==> run_1/power_grid.png <==
Scale bar: 100 um. Pins as bars on the die edge.
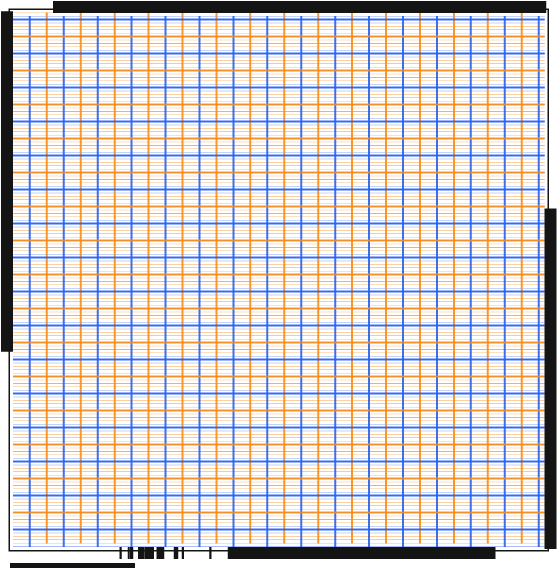
==> run_1/placement_by_type.png <==
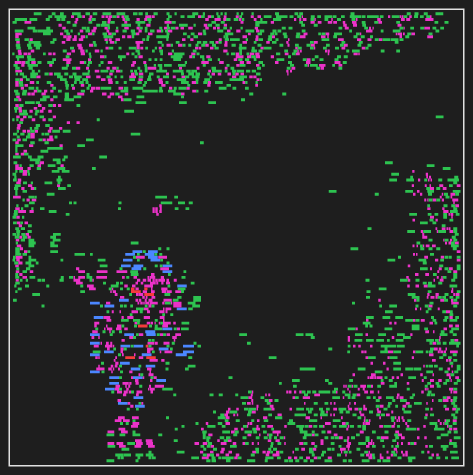
==> run_1/clk_routes.png <==
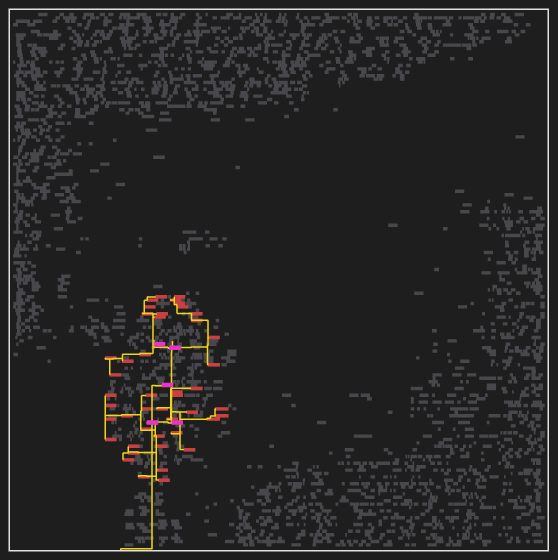
==> run_1/wires.png <==
Scale bar: 100 um.
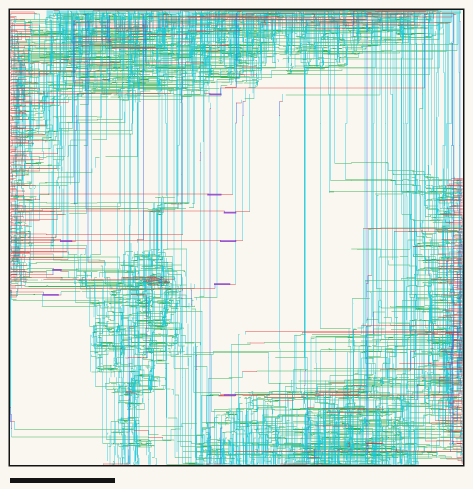
### config.mk
export PLATFORM = sky130hd
export DESIGN_NAME = source_ram_ctrl
export DESIGN_NICKNAME = d
export VERILOG_FILES = /design/src/rtl/source_ram_ctrl.sv
export SDC_FILE = /design/constraint.sdc
export NUM_CORES = 1
export LEC_CHECK = 0
export CORE_AREA = 2 2 428 430
export CTS_CLUSTER_DIAMETER = 50
export DETAILED_ROUTE_END_ITERATION = 6
export DIE_AREA = 0 0 430 432
export PLACE_DENSITY = 0.3
export SLEW_MARGIN = 20
export SYNTH_ARGS = -nofsm -noshare
export SYNTH_HDL_FRONTEND = slang
export SYNTH_SLANG_ARGS = --single-unit
### constraint.sdc
create_clock -name ram_clk -period 2.2 [get_ports ram_clk]
set_input_delay 0.22 -clock ram_clk [delete_from_list [all_inputs] [get_ports ram_clk]]
set_output_delay 0.22 -clock ram_clk [all_outputs]
set_load 0.02 [all_outputs]
### src/rtl/source_ram_ctrl.sv
// Packet buffer controller: streams 12 packets into three 512x128 RAM banks and reads whole packets back out.
// Define SRC_RAM_CTRL_ERRCNT_EN to add a saturating count of rejected read requests on err_cnt.
module source_ram_ctrl #(
    parameter int PKT_WORDS = 128
) (
    input  logic         ram_clk,
    input  logic         rst,
    input  logic         wr_valid,
    output logic         wr_ready,
    input  logic [127:0] wr_data,
    output logic         wr_pkt_done,
    input  logic         rd_req,
    output logic         rd_ack,
    input  logic [3:0]   rd_pkt,
    output logic         rd_valid,
    output logic         rd_last,
    output logic [127:0] rd_data,
    output logic         rd_err,
    output logic [11:0]  pkt_valid,
    output logic         full,
    output logic         empty,
    output logic [383:0] ram_data,
    input  logic [383:0] ram_q,
    output logic [2:0]   ram_wren,
    output logic [2:0]   ram_rden,
    output logic [26:0]  ram_address
`ifdef SRC_RAM_CTRL_ERRCNT_EN
    ,
    output logic [7:0]   err_cnt
`endif
);

    localparam logic [0:0] W_IDLE = 1'b0;
    localparam logic [0:0] W_RUN  = 1'b1;
    localparam logic [0:0] R_IDLE = 1'b0;
    localparam logic [0:0] R_RUN  = 1'b1;
    localparam logic [8:0] LAST_WORD = 9'(PKT_WORDS - 1);
    localparam logic [8:0] PKT_SIZE  = 9'(PKT_WORDS);

    logic        alive;
    logic [0:0]  w_state;
    logic [0:0]  r_state;
    logic [3:0]  wp;
    logic [3:0]  rp;
    logic [8:0]  w_cnt;
    logic [8:0]  r_cnt;
    logic [1:0]  rd_bank_q;
    logic [15:0] pv_ext;
    logic [1:0]  w_bank;
    logic [1:0]  r_bank;
    logic [1:0]  rq_bank;
    logic        rd_pkt_ok;
    logic        r_active;
    logic        rd_accept;
    logic        wr_accept;
    logic        w_last;
    logic        r_last;
    logic [8:0]  w_addr;
    logic [8:0]  r_addr;
    logic [11:0] set_mask;
    logic [11:0] clr_mask;

    // Packet p lives in bank p[3:2], slot p[1:0] within that bank.
    assign w_bank  = wp[3:2];
    assign r_bank  = rp[3:2];
    assign rq_bank = rd_pkt[3:2];
    assign pv_ext  = {4'b0000, pkt_valid};
    assign w_addr  = PKT_SIZE * {7'd0, wp[1:0]} + w_cnt;
    assign r_addr  = PKT_SIZE * {7'd0, rp[1:0]} + r_cnt;
    assign w_last  = (w_cnt == LAST_WORD);
    assign r_last  = (r_cnt == LAST_WORD);
    assign r_active = (r_state == R_RUN);

    assign rd_pkt_ok = (rd_pkt < 4'd12) && pv_ext[rd_pkt];
    assign rd_ack    = alive && !r_active && rd_pkt_ok &&
                       !((w_state == W_RUN) && (w_bank == rq_bank));
    assign rd_accept = rd_req && rd_ack;
    assign rd_err    = alive && !r_active && rd_req && !rd_pkt_ok;

    // A read accepted this cycle on the write bank takes priority over a write start.
    assign wr_ready  = alive && !pv_ext[wp] &&
                       !(r_active && (r_bank == w_bank)) &&
                       !(rd_accept && (rq_bank == w_bank));
    assign wr_accept   = wr_valid && wr_ready;
    assign wr_pkt_done = wr_accept && w_last;

    assign full  = &pkt_valid;
    assign empty = ~|pkt_valid;

    always_comb begin
        ram_wren    = '0;
        ram_rden    = '0;
        ram_data    = '0;
        ram_address = '0;
        for (int b = 0; b < 3; b++) begin
            if (wr_accept && (w_bank == 2'(b))) begin
                ram_wren[b]             = 1'b1;
                ram_data[128*b +: 128]  = wr_data;
                ram_address[9*b +: 9]   = w_addr;
            end
            if (r_active && (r_bank == 2'(b))) begin
                ram_rden[b]             = 1'b1;
                ram_address[9*b +: 9]   = r_addr;
            end
        end
    end

    always_comb begin
        rd_data = '0;
        for (int b = 0; b < 3; b++) begin
            if (rd_valid && (rd_bank_q == 2'(b))) begin
                rd_data = ram_q[128*b +: 128];
            end
        end
    end

    // alive holds the handshakes low until the first clock edge after reset releases.
    always_ff @(posedge ram_clk or posedge rst) begin
        if (rst) begin
            alive   <= 1'b0;
            w_state <= W_IDLE;
            wp      <= '0;
            w_cnt   <= '0;
        end else begin
            alive <= 1'b1;
            if (wr_accept) begin
                if (w_last) begin
                    w_state <= W_IDLE;
                    w_cnt   <= '0;
                    wp      <= (wp == 4'd11) ? 4'd0 : wp + 4'd1;
                end else begin
                    w_state <= W_RUN;
                    w_cnt   <= w_cnt + 9'd1;
                end
            end
        end
    end

    always_ff @(posedge ram_clk or posedge rst) begin
        if (rst) begin
            r_state   <= R_IDLE;
            rp        <= '0;
            r_cnt     <= '0;
            rd_valid  <= 1'b0;
            rd_last   <= 1'b0;
            rd_bank_q <= '0;
        end else begin
            rd_valid  <= r_active;
            rd_last   <= r_active && r_last;
            rd_bank_q <= r_bank;
            if (r_state == R_IDLE) begin
                if (rd_accept) begin
                    r_state <= R_RUN;
                    rp      <= rd_pkt;
                    r_cnt   <= '0;
                end
            end else if (r_last) begin
                r_state <= R_IDLE;
                r_cnt   <= '0;
            end else begin
                r_cnt <= r_cnt + 9'd1;
            end
        end
    end

    // Set and clear never hit the same bit: a write only targets empty packets, a read only full ones.
    assign set_mask = wr_pkt_done ? (12'd1 << wp) : 12'd0;
    assign clr_mask = (r_active && r_last) ? (12'd1 << rp) : 12'd0;

    always_ff @(posedge ram_clk or posedge rst) begin
        if (rst) begin
            pkt_valid <= '0;
        end else begin
            pkt_valid <= (pkt_valid | set_mask) & ~clr_mask;
        end
    end

`ifdef SRC_RAM_CTRL_ERRCNT_EN
    always_ff @(posedge ram_clk or posedge rst) begin
        if (rst) begin
            err_cnt <= '0;
        end else if (rd_err && (err_cnt != 8'hFF)) begin
            err_cnt <= err_cnt + 8'd1;
        end
    end
`endif

endmodule

==> commit_impl_results.txt, run 1 <==
Store results of the implementation flow

- Clock Path Buffers: 2
- Layout clock buffers: 5
- Die Y-Extent: 432 um
* Number of top-level design ports: about 1.1k
- Placed cell area: roughly 0.027 mm^2
* Final number of setup-violating endpoints: approximately 580
- Looking at the VDD voltage map, the peak drop is a little over 0.0003 V.
- Kind of cell adding the most delay to the critical path: buffers and inverters
- Counting flops with a built-in enable in the synthesized netlist gives 0.
* Met2 WL: around 73000 um
- From left edge to right edge, the die measures ~430 um.
- Total global-route track usage over all layers is 0.139.
- For the worst flop-to-flop path, the logic depth is 8.
- The design received a total of 2385 well taps at floorplan.
- Number of cells produced by synthesis: about 1.3k
* Number of global-route vias before repair: 15.6k
* Layout fillers: slightly above 20k
- Top Layout Cells: 593 x sky130_fd_sc_hd__clkdlybuf4s50_1, 335 x sky130_fd_sc_hd__buf_4, 205 x sky130_fd_sc_hd__and2_4
- Level count of the clock H-tree: 2
- The timing report gives the clock slew at the launch and capture registers of the worst setup and hold paths as 0.08 ns.
- Crit share post-route: 1.45
- Final weighted congestion in routability-driven placement: 0.839
- At the later pin of the worst-skew pair, clock insertion delay measures around 0.30 ns.
- The final reports fail on negative setup slack.
* Wire length of the first global-routing pass: about 170000 um
* Total count of max-transition violations in the final report: 0
* Max-cap violations: 0
- Of the total power, registers draw 0.168.
- Synthesized area divided by synthesized cell count: about 6.9 um^2
- Yosys reports the multiplexer fraction of the synthesized area as 0.165.
* Switching part of the total: 0.377
- Final setup slack of the worst path: -0.994 ns
- Among all stages on the critical path, the maximum delay recorded is 0.58 ns.
- Busiest layer in global routing: met2
* Measured slew at the worst slew-check pin: about 0.81 ns
- Diode insertion count for antenna repair: 15
- Of all nets on the critical path, the largest fanout is 5.
* Run status: finished with violations
- Xor/xnor share of the synthesized area: 0.0144
-- power_grid.png (at the start) --
Orange shows VDD. Blue shows VSS.
1085 signal pins sit on the boundary. 158 met1 rails follow the rows. The core has 157 rows. 31 straps on met4.

-- placement_by_type.png (at the start) --
Green shows remaining buffers and delay cells, cells 1453, share of their area 61%. Magenta shows combinational and other logic, cells 1141, share of their area 34%. Red shows clock drivers and dummy loads, cells 8, share of their area 0.58%. Blue shows sequential cells, cells 45, share of their area 4.4%.

-- clk_routes.png (at the start) --
Yellow shows clock wires, length 878 um. Magenta shows clock drivers, count 5. Red shows flip-flops, count 45.
There are 6 routed clock nets.

-- wires.png (at the start) --
Blue shows metal 4, wire length 3600 um. Green shows metal 1, wire length 50.5 mm. Red shows metal 3, wire length 11100 um. Cyan shows metal 2, wire length 73.2 mm. Purple shows metal 5, wire length 101 um.

==> run 1: metrics by stage <==
stage | utilization | power (uW)
final | 0.159 | 5390
after global routing | 0.159 | 5660
after CTS | 0.154 | 5380
after detailed placement | 0.149 | 4410
after global placement | 0.149 | 4420
after floorplan | - | 1860
==> run 1: registers in the layout, summed over array words and instances (netlist names) <==
| name | cells |
|---|---|
| rd_bank_q | 2 |
| r_active | 1 |
| w_cnt | 9 |
| r_cnt | 9 |
| rd_valid | 1 |
| w_state | 1 |
| rp | 4 |
| alive | 1 |
| wp | 4 |
| pkt_valid | 12 |
| rd_last | 1 |
==> run 1: synthesized netlist by cell type (all sizes together) (2+ instances only) <==
cell type / instances / area, um^2
and2: 385 / 2410
o31ai: 2 / 28.8
or3: 3 / 18.8
clkbuf: 105 / 423
o22a: 6 / 52.6
a22o: 24 / 210
buf: 30 / 144
a41oi: 3 / 26.3
a211o: 2 / 17.5
o22ai: 3 / 18.8
inv: 13 / 48.8
mux4: 4 / 90.1
nor2b: 5 / 31.3
nand2: 146 / 548
nor4: 20 / 144
nand3b: 4 / 42.5
dfrtp: 45 / 1130
xnor2: 5 / 43.8
mux2i: 130 / 1300
nor4b: 5 / 58.8
nand2b: 3 / 18.8
nand4: 4 / 25.0
a21o: 3 / 22.5
xor2: 10 / 87.6
nor2: 17 / 63.8
ha: 10 / 125
nand3: 23 / 115
mux2: 10 / 113
o21ai: 132 / 661
nor3: 9 / 61.3
o2bb2ai: 4 / 35.0
a21oi: 5 / 25.0
and3: 134 / 838
a2bb2oi: 5 / 43.8
==> run 1: power by group through the flow <==
stage                     clock network, uW  registers [uW]  logic (uW)
after floorplan                           0             947         917
after global placement                    0             918        3500
after detailed placement                  0             920        3490
after CTS                               835             903        3640
after global routing                    865             912        3880
final                                   802             903        3680
==> run_1/congestion.png <==
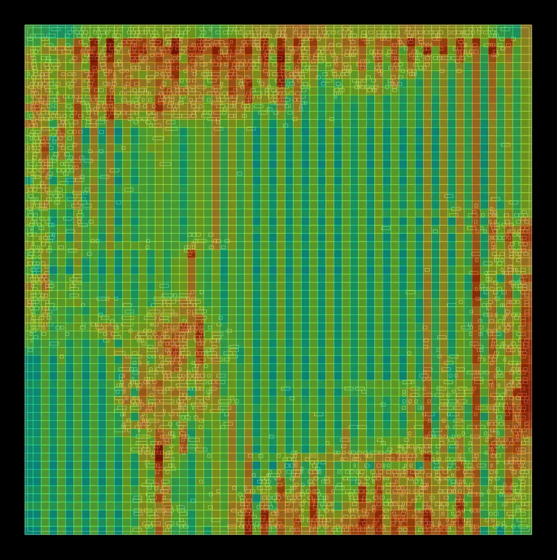

## Run 2: what changed since run 1
- CORE_AREA: 2 2 428 430 -> 2 2 417 419
- DIE_AREA: 0 0 430 432 -> 0 0 419 421
- clock period: 2.2 -> 3.6 ns (I/O delays scaled with it)
==> run_2/congestion.png <==
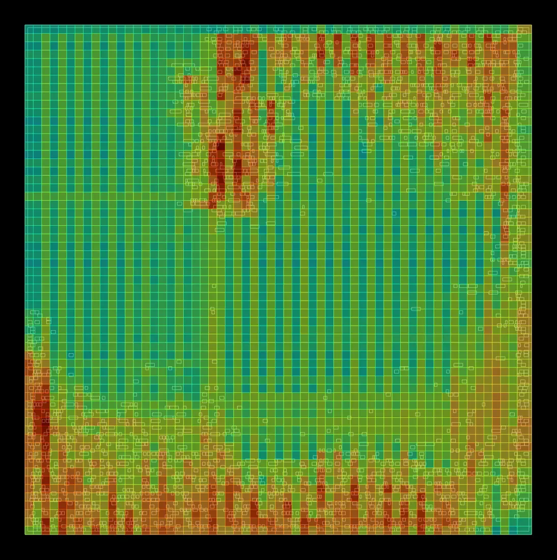
global-route met1 utilization: 0.153
busiest layer in global routing: met2
Avg WL per Cell: 26.9 um
met3 Resource Use GR: 0.0468

==> run_2/wires.png <==
Scale bar: 100 um.
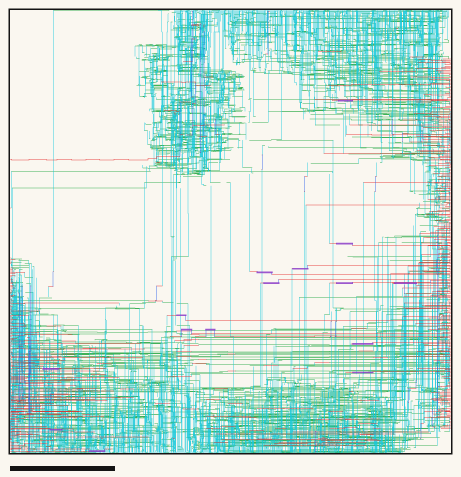
Green shows metal 1, wire length 48.8 mm. Cyan shows metal 2, wire length 65.2 mm. Blue shows metal 4, wire length 1390 um. Purple shows metal 5, wire length 205 um. Red shows metal 3, wire length 11100 um.
final routed wirelength across all metal layers: 127000 um
via count: 14.4k

==> run 2 against run 1 <==
Net effect:
- the run now ends clean
- register-to-register slack better by 1.3 ns
- die area is 5.0% lower
- worst hold slack better by 0.21 ns
- global-route usage is 0.36 points lower
- critical path depth is 5 lower
- clock power is 29% lower
- first-iteration DRC count is 13% lower
- wire length is 8.6% lower
- final area is 16% lower
- synthesized cell count stayed put
==> commit_impl_results.txt, run 2 <==
Store results of the implementation flow

- Run status: complete, no violations (was finished with violations).
- Overall power consumption: 2940 uW (was 5390 uW)
* Top Layout Cells: 744 x sky130_fd_sc_hd__clkdlybuf4s50_1, 384 x sky130_fd_sc_hd__and2_1, 181 x sky130_fd_sc_hd__dlygate4sd2_1 (was 593 x sky130_fd_sc_hd__clkdlybuf4s50_1, 335 x sky130_fd_sc_hd__buf_4, 205 x sky130_fd_sc_hd__and2_4)
- Number of top-level design ports: 1085 (unchanged)
- The area of placed instances came to 0.0242 mm^2 (was 0.0271 mm^2).
- The sequential power share is 0.205 (was 0.168).
* Level count of the clock H-tree: 2 (unchanged)
* CTS clk-pin slew, worst paths: 0.07 ns (was 0.08 ns)
- Post-synth EDFFs: 0 (unchanged)
* Maximum VDD drop: 0.000139 V (was 0.000309 V)
- Clock Latency Late Sink: 0.30 ns (about the same)
- Number of global-route vias before repair: 14.0k (was 15.6k)
* Crit path largest cell delay: 0.60 ns (was 0.58 ns)
* Total count of max-transition violations in the final report: 0 (unchanged)
- The die height was 421 um (was 432 um).
* Kind of cell adding the most delay to the critical path: buffers and inverters (unchanged)
- Max FO, Critical Path: 22 (was 5)
- Max-cap violations: 0 (unchanged)
- The final tally of setup violations was 0 (was 578).
* Area of the synthesized netlist per yosys stat: 0.00913 mm^2 (unchanged)
- Number of cells produced by synthesis: 1321 (unchanged)
- Synthesized area divided by synthesized cell count: 6.91 um^2 (unchanged)
* Largest area contributor in the netlist: sky130_fd_sc_hd__and2_1 (unchanged)
- Wire length of the first global-routing pass: 156000 um (was 169000 um)
- The number of nets in the finished design is 2897 (was 3176).
- Top cells by instance count after synthesis: 384 x sky130_fd_sc_hd__and2_1, 146 x sky130_fd_sc_hd__nand2_1, 134 x sky130_fd_sc_hd__and3_1 (unchanged).
* Final standard cell utilization of the core: 0.140 (was 0.159)
- The worst-case setup margin in the final layout is 0.0657 ns (was -0.994 ns).
- Most repeated cell in the gate-level netlist after synthesis: sky130_fd_sc_hd__and2_1 (unchanged)
- Post-route period utilization is reported as 0.982.
- Switching part of the total: 0.374 (was 0.377)
- The flip-flop count of the largest register after layout is 12 (unchanged).
- The width of the die came to 419 um (was 430 um).
* Measured slew at the worst slew-check pin: 0.920 ns (was 0.815 ns)
* Biggest register: pkt_valid (unchanged)
* Clock Path Buffers: 2 (unchanged)
- Final weighted congestion in routability-driven placement: 0.845 (was 0.839)
- Largest registers: pkt_valid: 12 flops, r_cnt: 9 flops, w_cnt: 9 flops (unchanged)
- Mean number of vias per cell: 3.05 (was 3.08)
[run 2: cell counts after synthesis]
Identical to the previous run, type by type.
[run 2: per-layer routing]
metal,wire length [um],vias up,global-route usage
li1,-,6621,-
met1,48800,6965,0.153
met2,65200,667,0.248
met3,11100,100,0.0468
met4,1390,30,0.0132
met5,205,-,0
[run 2: final cells by class]
type / instances / area (um^2)
antenna: 21 / 52.6
fill: 19800 / 148000
clock inverter: 1 / 30.0
clock buffer: 7 / 143
timing repair buffer: 1174 / 12400
multi-input combinational: 1128 / 7440
sequential: 45 / 1140
inverter: 13 / 48.8
tap: 2325 / 2910
[run 2: worst paths after layout]
path	start	to	slack (ns)	cells after the start
max	wp[0]	wr_ready	0.07	7
min	rst	rp[2]	0.49	2
max reg2reg	wp[0]	wp[0]	0.83	7
min reg2reg	rp[2]	rd_bank_q[0]	0.50	0
max in group asynchronous	rst	r_cnt[3]	2.37	3
min in group ram_clk	rp[2]	rd_bank_q[0]	0.50	0
[run 2: cells by family (layout without fill, tap and decap cells)]
group | after synthesis | count (layout) | synth area share
xor+xnor | 15 | 15 | 0.0144
flops | 45 | 45 | 0.123
other cells | 1 | 22 | 0.000411
compound gates | 199 | 199 | 0.136
fa+ha+maj | 10 | 10 | 0.0137
mux | 144 | 144 | 0.165
buf+inv | 148 | 1195 | 0.0674
simple gates | 759 | 759 | 0.480
[run 2: what timing repair did]
item,in CTS,in global routing
hold buffers,0,0
resized,187,11
endpoints found under the setup margin,314,16
pin swaps,0,1
[run 2: power by group through the flow]
stage | clock network [uW] | logic (uW) | registers [uW]
after global routing | 609 | 1850 | 610
after detailed placement | 0 | 1820 | 612
after global placement | 0 | 1820 | 613
after CTS | 586 | 1790 | 602
final | 570 | 1770 | 603
after floorplan | 0 | 494 | 569
Power and IR drop assume default switching activity.
